==> config.mk <==
export PLATFORM = sky130hd
export DESIGN_NAME = mcsr_file
export DESIGN_NICKNAME = d
export VERILOG_FILES = /design/src/rtl/mcsr_file.sv
export SDC_FILE = /design/constraint.sdc
export NUM_CORES = 1
export LEC_CHECK = 0
export CORE_MARGIN = 5
export CORE_UTILIZATION = 40
export CTS_BUF_LIST = sky130_fd_sc_hd__clkbuf_4 sky130_fd_sc_hd__clkbuf_8
export CTS_CLUSTER_DIAMETER = 100
export CTS_CLUSTER_SIZE = 8
export DETAILED_ROUTE_END_ITERATION = 10
export GPL_TIMING_DRIVEN = 0
export PLACE_DENSITY = 0.67
export SYNTH_ARGS = -nofsm -noshare
export SYNTH_HDL_FRONTEND = slang
export SYNTH_SLANG_ARGS = --single-unit
==> constraint.sdc <==
create_clock -name clk -period 5.6 [get_ports clk]
set_input_delay 1.12 -clock clk [delete_from_list [all_inputs] [get_ports clk]]
set_output_delay 1.12 -clock clk [all_outputs]
set_load 0.02 [all_outputs]
==> images/sizes.png <==
Bar = 50 um.
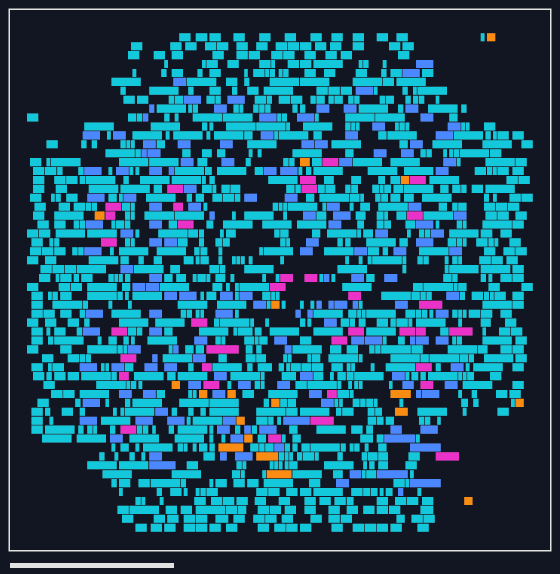
- cyan: _0 and _1 cells (cells 1010; share 83%; most used clkdlybuf4s50_1)
- blue: _2 cells (cells 157; share 13%; most used mux2_2)
- orange: _3 and _4 cells (cells 18; share 1.5%; most used buf_4)
- magenta: _6 and larger (cells 35; share 2.9%; most used clkbuf_8)
post-synthesis to final-layout area growth: 34.3%
Buffers excl. clock: 315
cell area after layout: 12900 um2
Worst Slack Setup Final: 0.117 ns

==> images/wires.png <==
Bar = 50 um.
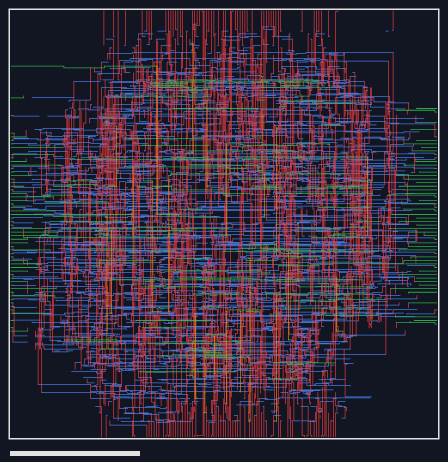
- blue: metal 1 (wire length 15300 um)
- orange: metal 4 (wire length 892 um)
- red: metal 2 (wire length 17100 um)
- green: metal 3 (wire length 3190 um)
WL/cell: 23.7 um
final wirelength: 36.5 mm
all-layer global routing usage: 26.7%
Vias: 8937

==> impl_metrics.json <==
{
  "insertion_delay_ns": 0.46,
  "grt_overflow": 0,
  "io_pins": 236,
  "hold_viol": 0,
  "die_y_um": 165,
  "postSynthAreaPerCell_um2": 10.1,
  "p_comb_share_pct": 21.2,
  "fp_util_pct": 40.7,
  "gp_congestion": 0.920,
  "yosysSeqAreaShare_pct": 44.7,
  "worst-setup-path-type": "in2out",
  "cap_violations": 0,
  "skew_ns": 0.0121,
  "yosysUniqueCellTypes": 62,
  "row_count": 56,
  "fin_util_pct": 54.6,
  "hp-class": "reg2reg",
  "outcome": "finished, final reports clean",
  "design.core.area_um2": 23500,
  "lay_top_cells": "clkdlybuf4s50_1, dfrtp_1, nand2_1, a21oi_1, mux2_2",
  "p_leak_uw": 0.00560,
  "die-width_um": 165,
  "worst-endpoint-arrival_ns": 4.36,
  "maxSlewHeadroom_pct": 27.8,
  "grt_pass1_wl_mm": 54.2,
  "ys_cells": 947,
  "first_pass_iters": 8,
  "simple_gate_area_share_pct": 10.6
}
[timing repair]
item | CTS | global route
pin swaps | 1 | 1
buffers inserted | 3 | 1
resized | 9 | 4
setup endpoints to repair | 26 | 12
[cells in the mapped netlist, drive strengths merged (3+ instances only)]
master	number	area share (%)
and2	3	0.20
nor3	10	0.57
mux2	97	11
o21ai	63	3.3
a221oi	32	4.9
nor2	11	0.43
mux2i	40	4.2
xor2	28	2.6
nand2	116	4.5
nor4	16	1.1
or2	3	0.20
a31oi	5	0.33
or4	6	0.51
ha	3	0.39
nor4b	4	0.37
nand3	7	0.37
dfstp	4	1.1
nand4	5	0.33
inv	40	1.6
nor3b	5	0.39
and4	3	0.27
a211oi	3	0.24
clkbuf	56	2.2
a21oi	102	5.3
buf	19	1.1
dfrtp	167	44
nand2b	3	0.20
a22oi	59	4.6
[stage by stage]
stage	TNS, ns	instances	power (uW)
after global routing	0	1539	2990
after CTS	0	1538	2880
after detailed placement	-7.04	1504	2030
after floorplan	0	948	1720
after global placement	-42.59	1497	2010
final	0	1539	2870
[critical path: stages]
cell and delay, ns:
clkdlybuf4s50_1 0.56, or3b_2 0.55, nor4_4 0.28, buf_4 0.18, clkbuf_1 0.58, a22oi_1 0.24
o31ai_1 0.17, clkdlybuf4s50_1 0.67
[final cells by class]
cell class / count / share of cell area [%]
plain buffers: 74 / 2.56
multi-input cells: 661 / 37.8
inverters: 41 / 1.23
flip-flops and latches: 171 / 33.3
clock buffers: 19 / 2.03
repair buffers: 241 / 19.1
clock inverters: 13 / 0.827
well taps: 319 / 3.10
[power groups by stage]
| stage | Sequential [uW] | Combinational [uW] | Clock (uW) |
|---|---|---|---|
| floorplan | 1460 | 260 | 0 |
| global placement | 1430 | 584 | 0 |
| detailed placement | 1430 | 606 | 0 |
| CTS | 1400 | 609 | 866 |
| global route | 1420 | 655 | 917 |
| finish | 1400 | 608 | 858 |
[cells by family (layout without fill, tap and decap cells)]
kind of cell / Yosys count / count (layout)
AND-OR/OR-AND: 283 / 283
AND/OR/NAND/NOR: 205 / 205
flip-flops: 171 / 171
multiplexers: 139 / 139
buffers and inverters: 116 / 388
XOR/XNOR: 29 / 29
adder cells (fa/ha/maj): 3 / 3
other: 1 / 2
[per-layer routing]
layer | part of all wire (%) | GRT usage, % | vias up | routed length, um
met2 | 47 | 42.7 | 447 | 17100
met1 | 42 | 37.0 | 4431 | 15300
met4 | 2.4 | 7.86 | 0 | 891
met5 | 0 | 0 | - | 0
met3 | 8.7 | 5.19 | 60 | 3190
li1 | - | - | 3999 | -
Power figures rest on the tool's default switching activity, not on a simulated workload.
